--- src/rtl/alu_iter_pkg.sv ---
// Shared opcode, flag-index and FSM-state definitions for the iterative ALU.
// SAT_ARITH_EN (optional macro) selects saturating arithmetic in alu_arith.
package alu_pkg;

  typedef enum logic [2:0] {
    OP_ADD  = 3'b000,
    OP_SUB  = 3'b001,
    OP_NAND = 3'b010,
    OP_XOR  = 3'b011,
    OP_INC  = 3'b100,
    OP_SRA  = 3'b101,
    OP_SRL  = 3'b110,
    OP_SLL  = 3'b111
  } alu_op_t;

  localparam int FLAG_Z = 2;
  localparam int FLAG_V = 1;
  localparam int FLAG_N = 0;

  typedef enum logic [1:0] {
    IDLE  = 2'd0,
    SHIFT = 2'd1,
    DONE  = 2'd2
  } alu_state_t;

  function automatic logic is_shift(input logic [2:0] op);
    return (op == OP_SRA) || (op == OP_SRL) || (op == OP_SLL);
  endfunction

endpackage

--- src/rtl/alu_iter_if.sv ---
// Request/response handshake bundle between the pipeline and alu_iter.
// master = issuing pipeline stage, slave = the ALU.
interface alu_iter_if #(
  parameter int WIDTH = 16
);
  localparam int SHW = $clog2(WIDTH);

  logic             in_valid;
  logic             in_ready;
  logic [2:0]       op;
  logic [WIDTH-1:0] data_one;
  logic [WIDTH-1:0] data_two;
  logic [SHW-1:0]   shift;
  logic             out_valid;
  logic             out_ready;
  logic [WIDTH-1:0] result;
  logic [2:0]       flags;

  modport master (
    output in_valid, op, data_one, data_two, shift, out_ready,
    input  in_ready, out_valid, result, flags
  );

  modport slave (
    input  in_valid, op, data_one, data_two, shift, out_ready,
    output in_ready, out_valid, result, flags
  );
endinterface

--- src/rtl/alu_iter_arith.sv ---
// Combinational ADD/SUB/INC/NAND/XOR datapath with {Z,V,N} generation.
// Defining SAT_ARITH_EN clamps overflowing ADD/SUB/INC to the signed limits.
module alu_arith
  import alu_pkg::*;
#(
  parameter int WIDTH = 16
) (
  input  logic [2:0]       op,
  input  logic [WIDTH-1:0] a,
  input  logic [WIDTH-1:0] b,
  output logic [WIDTH-1:0] res,
  output logic [2:0]       flags
);

  logic [WIDTH-1:0] b_eff;
  logic [WIDTH-1:0] sum;
  logic [WIDTH-1:0] raw;
  logic             cin;
  logic             ovf;
  logic             arith;

  // SUB reuses the adder as A + ~B + 1; overflow is same-sign inputs giving an opposite-sign sum
  always_comb begin
    arith = (op == OP_ADD) || (op == OP_SUB) || (op == OP_INC);
    b_eff = (op == OP_SUB) ? ~b : b;
    cin   = (op == OP_SUB);
    sum   = a + b_eff + {{(WIDTH-1){1'b0}}, cin};
    ovf   = (a[WIDTH-1] == b_eff[WIDTH-1]) && (sum[WIDTH-1] != a[WIDTH-1]);

    case (op)
      OP_NAND: raw = ~(a & b);
      OP_XOR:  raw = a ^ b;
      default: raw = sum;
    endcase

    res = raw;
`ifdef SAT_ARITH_EN
    if (arith && ovf)
      res = a[WIDTH-1] ? {1'b1, {(WIDTH-1){1'b0}}} : {1'b0, {(WIDTH-1){1'b1}}};
`else
`endif

    flags         = '0;
    flags[FLAG_Z] = (res == '0);
    flags[FLAG_V] = arith && ovf;
    flags[FLAG_N] = arith && res[WIDTH-1];
  end

endmodule

--- src/rtl/alu_iter.sv ---
// Multi-cycle ALU: single-cycle arithmetic/logic, one-bit-per-cycle shifts,
// valid/ready on both sides. SAT_ARITH_EN is honoured inside alu_arith.
module alu_iter
  import alu_pkg::*;
#(
  parameter int WIDTH = 16,
  parameter int SHW   = $clog2(WIDTH)
) (
  input logic        clk,
  input logic        rst,
  alu_iter_if.slave  bus
);

  localparam logic [1:0] S_IDLE  = IDLE;
  localparam logic [1:0] S_SHIFT = SHIFT;
  localparam logic [1:0] S_DONE  = DONE;

  logic [1:0]       state;
  logic [SHW-1:0]   cnt;
  logic [WIDTH-1:0] work;
  logic [WIDTH-1:0] step;
  logic [2:0]       op_q;
  logic [WIDTH-1:0] result_q;
  logic [2:0]       flags_q;
  logic             out_valid_q;
  logic [WIDTH-1:0] arith_res;
  logic [2:0]       arith_flags;

  alu_arith #(.WIDTH(WIDTH)) u_arith (
    .op    (bus.op),
    .a     (bus.data_one),
    .b     (bus.data_two),
    .res   (arith_res),
    .flags (arith_flags)
  );

  assign bus.in_ready  = (state == S_IDLE);
  assign bus.out_valid = out_valid_q;
  assign bus.result    = result_q;
  assign bus.flags     = flags_q;

  always_comb begin
    case (op_q)
      OP_SRA:  step = {work[WIDTH-1], work[WIDTH-1:1]};
      OP_SRL:  step = {1'b0, work[WIDTH-1:1]};
      default: step = {work[WIDTH-2:0], 1'b0};
    endcase
  end

  // Shifts only touch result when they finish, so flags from the last arithmetic op survive them
  always_ff @(posedge clk) begin
    if (rst) begin
      state       <= S_IDLE;
      cnt         <= '0;
      work        <= '0;
      op_q        <= '0;
      result_q    <= '0;
      flags_q     <= '0;
      out_valid_q <= 1'b0;
    end else begin
      case (state)
        S_IDLE: begin
          if (bus.in_valid) begin
            op_q <= bus.op;
            work <= bus.data_one;
            cnt  <= bus.shift;
            if (!is_shift(bus.op)) begin
              result_q    <= arith_res;
              flags_q     <= arith_flags;
              out_valid_q <= 1'b1;
              state       <= S_DONE;
            end else if (bus.shift == '0) begin
              result_q    <= bus.data_one;
              out_valid_q <= 1'b1;
              state       <= S_DONE;
            end else begin
              state <= S_SHIFT;
            end
          end
        end
        S_SHIFT: begin
          work <= step;
          cnt  <= cnt - SHW'(1);
          if (cnt == SHW'(1)) begin
            result_q    <= step;
            out_valid_q <= 1'b1;
            state       <= S_DONE;
          end
        end
        S_DONE: begin
          if (bus.out_ready) begin
            out_valid_q <= 1'b0;
            state       <= S_IDLE;
          end
        end
        default: state <= S_IDLE;
      endcase
    end
  end

endmodule

--- src/flat_wrapper.sv ---
// flat-port wrapper written by rule: the top's interface ports become plain ports
module alu_iter_flat import alu_pkg::*;
#(
  parameter int WIDTH = 16,
  parameter int SHW   = $clog2(WIDTH)
)
  (clk, rst, bus_in_valid, bus_op, bus_data_one, bus_data_two, bus_shift, bus_out_ready, bus_in_ready, bus_out_valid, bus_result, bus_flags);
  alu_iter_if #(.WIDTH(WIDTH)) bus_i ();
  input logic clk;
  input logic rst;
  input wire logic [$bits(bus_i.in_valid)-1:0] bus_in_valid;
  input wire logic [$bits(bus_i.op)-1:0] bus_op;
  input wire logic [$bits(bus_i.data_one)-1:0] bus_data_one;
  input wire logic [$bits(bus_i.data_two)-1:0] bus_data_two;
  input wire logic [$bits(bus_i.shift)-1:0] bus_shift;
  input wire logic [$bits(bus_i.out_ready)-1:0] bus_out_ready;
  output wire logic [$bits(bus_i.in_ready)-1:0] bus_in_ready;
  output wire logic [$bits(bus_i.out_valid)-1:0] bus_out_valid;
  output wire logic [$bits(bus_i.result)-1:0] bus_result;
  output wire logic [$bits(bus_i.flags)-1:0] bus_flags;
  assign bus_i.in_valid = bus_in_valid;
  assign bus_i.op = bus_op;
  assign bus_i.data_one = bus_data_one;
  assign bus_i.data_two = bus_data_two;
  assign bus_i.shift = bus_shift;
  assign bus_i.out_ready = bus_out_ready;
  assign bus_in_ready = bus_i.in_ready;
  assign bus_out_valid = bus_i.out_valid;
  assign bus_result = bus_i.result;
  assign bus_flags = bus_i.flags;
  alu_iter #(.WIDTH(WIDTH), .SHW(SHW)) u_core (.clk(clk), .rst(rst), .bus(bus_i));
endmodule
--- config.mk ---
export PLATFORM = sky130hd
export DESIGN_NAME = alu_iter_flat
export DESIGN_NICKNAME = d
export VERILOG_FILES = /design/src/rtl/alu_iter_pkg.sv /design/src/rtl/alu_iter_if.sv /design/src/rtl/alu_iter_arith.sv /design/src/rtl/alu_iter.sv /design/src/flat_wrapper.sv
export SDC_FILE = /design/constraint.sdc
export NUM_CORES = 1
export LEC_CHECK = 0
export ABC_AREA = 1
export CAP_MARGIN = 20
export CORE_ASPECT_RATIO = 0.9
export CORE_MARGIN = 4
export CORE_UTILIZATION = 50
export DETAILED_ROUTE_END_ITERATION = 7
export PLACE_DENSITY = 0.73
export SYNTH_ARGS = -nofsm -noshare
export SYNTH_HDL_FRONTEND = slang
export SYNTH_SLANG_ARGS = --single-unit
--- constraint.sdc ---
create_clock -name clk -period 3.4 [get_ports clk]
set_clock_uncertainty 0.2 [all_clocks]
set_input_delay 0.68 -clock clk [delete_from_list [all_inputs] [get_ports clk]]
set_output_delay 0.68 -clock clk [all_outputs]
set_load 0.02 [all_outputs]
sizing.png
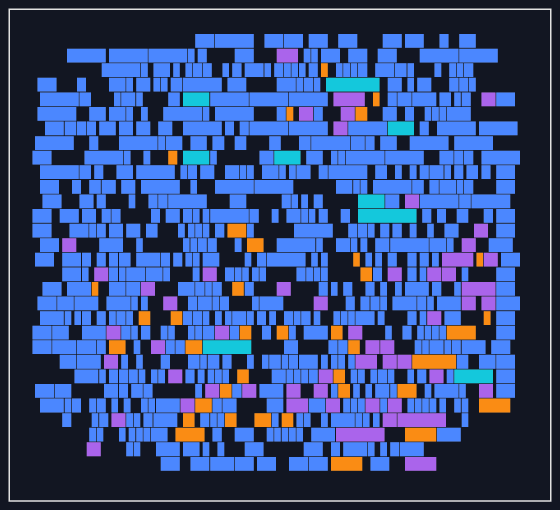
size	colour	cells	share
x6 and larger	cyan	9	1.3%
x3 and x4	purple	54	7.9%
x1 and smaller	blue	580	85%
x2	orange	37	5.4%
area grow syn2layout: 33.3%
Setup WS post-layout: 0.141 ns
cell area after layout: 5160 µm²
nonclk buf count: 111

m3.png
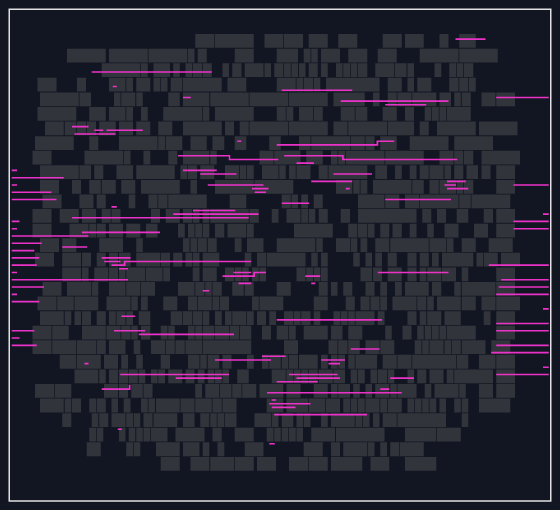
main direction	horizontal
nets with wire on the layer	91
share of all routed wire	6.5%
longest straight run	32.7 µm
final wirelength: 12,100 µm
via count: 4,416
met3 Track Usage GR: 4.15%

==> results_dict.tcl <==
# metrics dict for downstream scripts
set metrics [dict create \
    status "complete, no violations" \
    die_w_um 101 \
    warnings 29 \
    hold_class "reg2reg" \
    hpwl_um 9030 \
    finalSetupViolCount 0 \
    path_buffers 3 \
    path_delay_family "simple AND/OR/NAND/NOR gates" \
    syn_inst 588 \
    clock.fmax_mhz 307 \
    htree_levels 2 \
    routedWlPerCell_um 15.5 \
    yosys_area_um2 3870 \
    mi_logic_area_um2 2750 \
    antenna_cells 0 \
    whs_ns 0.304 \
    arrival_ns 3.30 \
    die_area_um2 9210 \
    seq_area_um2 901 \
    overflow 0 \
    grt_use_total_pct 25.1 \
    avgSynthCellArea_um2 6.58 \
    whs_endpoint "u_core.bus.out_valid" \
    lay_top_cells "108 x nand2_1, 61 x clkdlybuf4s50_1, 57 x inv_1, 56 x nor2_1, 50 x o21ai_0" \
    fp_util_pct 51.3 \
    reg2reg_from "u_core.state[0]" \
    critPathMostFrequentCell "nand2_1" \
    crit_chain "clkdlybuf4s50_1 > inv_2 > nand3_4 > clkbuf_16 > xnor2_1 > ha_1 > nand2_1 > nor2_2 > and2_1 > nand2_1 > a21oi_1 > nor2_1 > nor2_2 > nand3_1 > nor2_1 > nand2_1 > a21oi_2" \
    yosys_warnings 0 \
    relSlewSlack_pct 39.7 \
    fillCellCount 684 \
    placementRows 30 \
    path_clk_slew_ns 0.08 \
    cp-end-kind "flip-flop" \
    chipHeight_um 91.5 \
    drtAntennaViolNets 0 \
    fin_tns_setup_ns 0 \
    post-route-period-util_pct 95.9 \
    antenna_found_initial 0 \
    io_pins 64 \
    slowest_delay_ns 0.43 \
    drv_cap 0 \
    syn-cell-area_um2 3870 \
    async_flop_share_pct 0 \
]
-- layout make-up --
class | instances | share of cell area [%]
Clock buffer | 5 | 1.33
Clock inverter | 2 | 0.679
Inverter | 64 | 4.66
Multi-Input combinational cell | 453 | 53.3
Sequential cell | 45 | 17.5
Tap cell | 96 | 2.33
Timing Repair Buffer | 111 | 20.3
-- Yosys cell counts, types with 6 or more instances --
cell | count | area (µm²)
a31oi_1 | 16 | 100
inv_1 | 58 | 218
nand2_2 | 6 | 37.5
nor2_1 | 61 | 229
a221oi_1 | 14 | 123
ha_1 | 34 | 425
o211ai_1 | 21 | 158
xnor2_1 | 16 | 140
nand3b_1 | 6 | 45.0
clkbuf_1 | 18 | 67.6
nand3_1 | 42 | 210
inv_2 | 6 | 22.5
dfxtp_1 | 45 | 901
o21ai_0 | 51 | 255
a21oi_1 | 36 | 180
nand2_1 | 115 | 432
-- report_power, final --
group | internal (mW) | switching (mW)
Combinational | 0.461 | 0.613
Clock | 0.214 | 0.174
Sequential | 0.627 | 0.0598
Total | 1.30 | 0.847
-- tightest hold or removal path: cells and delay by family (launching register included) --
kind / cells / cell delay (ns)
flops: 1 / 0.31
compound gates: 2 / 0.15
-- registers in the layout, summed over array words and instances (netlist names) --
signal                count
u_core.state              2
u_core.op_q               3
u_core.bus.flags          3
u_core.cnt                4
u_core.bus.result        16
u_core.work              16
u_core.bus.out_valid      1
-- logic make-up after synthesis --
group | after synthesis | synth area share [%]
buf+inv | 90 | 9.08
xor+xnor | 18 | 4.07
flops | 45 | 23.3
compound gates | 154 | 24.3
simple gates | 246 | 27.7
fa+ha+maj | 35 | 11.5
-- layer usage --
layer,up-vias,global-route usage [%],share of wire (%)
li1,2203,-,-
met1,2025,36.1,46
met2,166,39.2,46
met3,22,4.15,6.5
met4,0,5.05,1.5
met5,-,0,0
-- worst max path at each step --
| stage | to | from | slack (ns) | cells after the start |
|---|---|---|---|---|
| 2_1_floorplan | u_core.bus.flags[2] | bus_op[0] | 0.36 | 18 |
| 6_report | u_core.bus.flags[2] | bus_op[2] | 0.14 | 17 |
| 5_1_grt | u_core.bus.flags[2] | bus_op[2] | -0.03 | 16 |
| 3_3_place_gp | u_core.bus.flags[2] | bus_op[0] | -0.23 | 17 |
| 3_5_place_dp | u_core.bus.flags[2] | bus_op[0] | -0.25 | 17 |
| 4_1_cts | u_core.bus.flags[2] | bus_op[0] | 0.04 | 17 |
-- timing repair --
item                       in CTS  in global routing
hold buffers                    0                  0
buffers inserted                0                  8
resized                         0                 35
setup endpoints to repair       0                  5
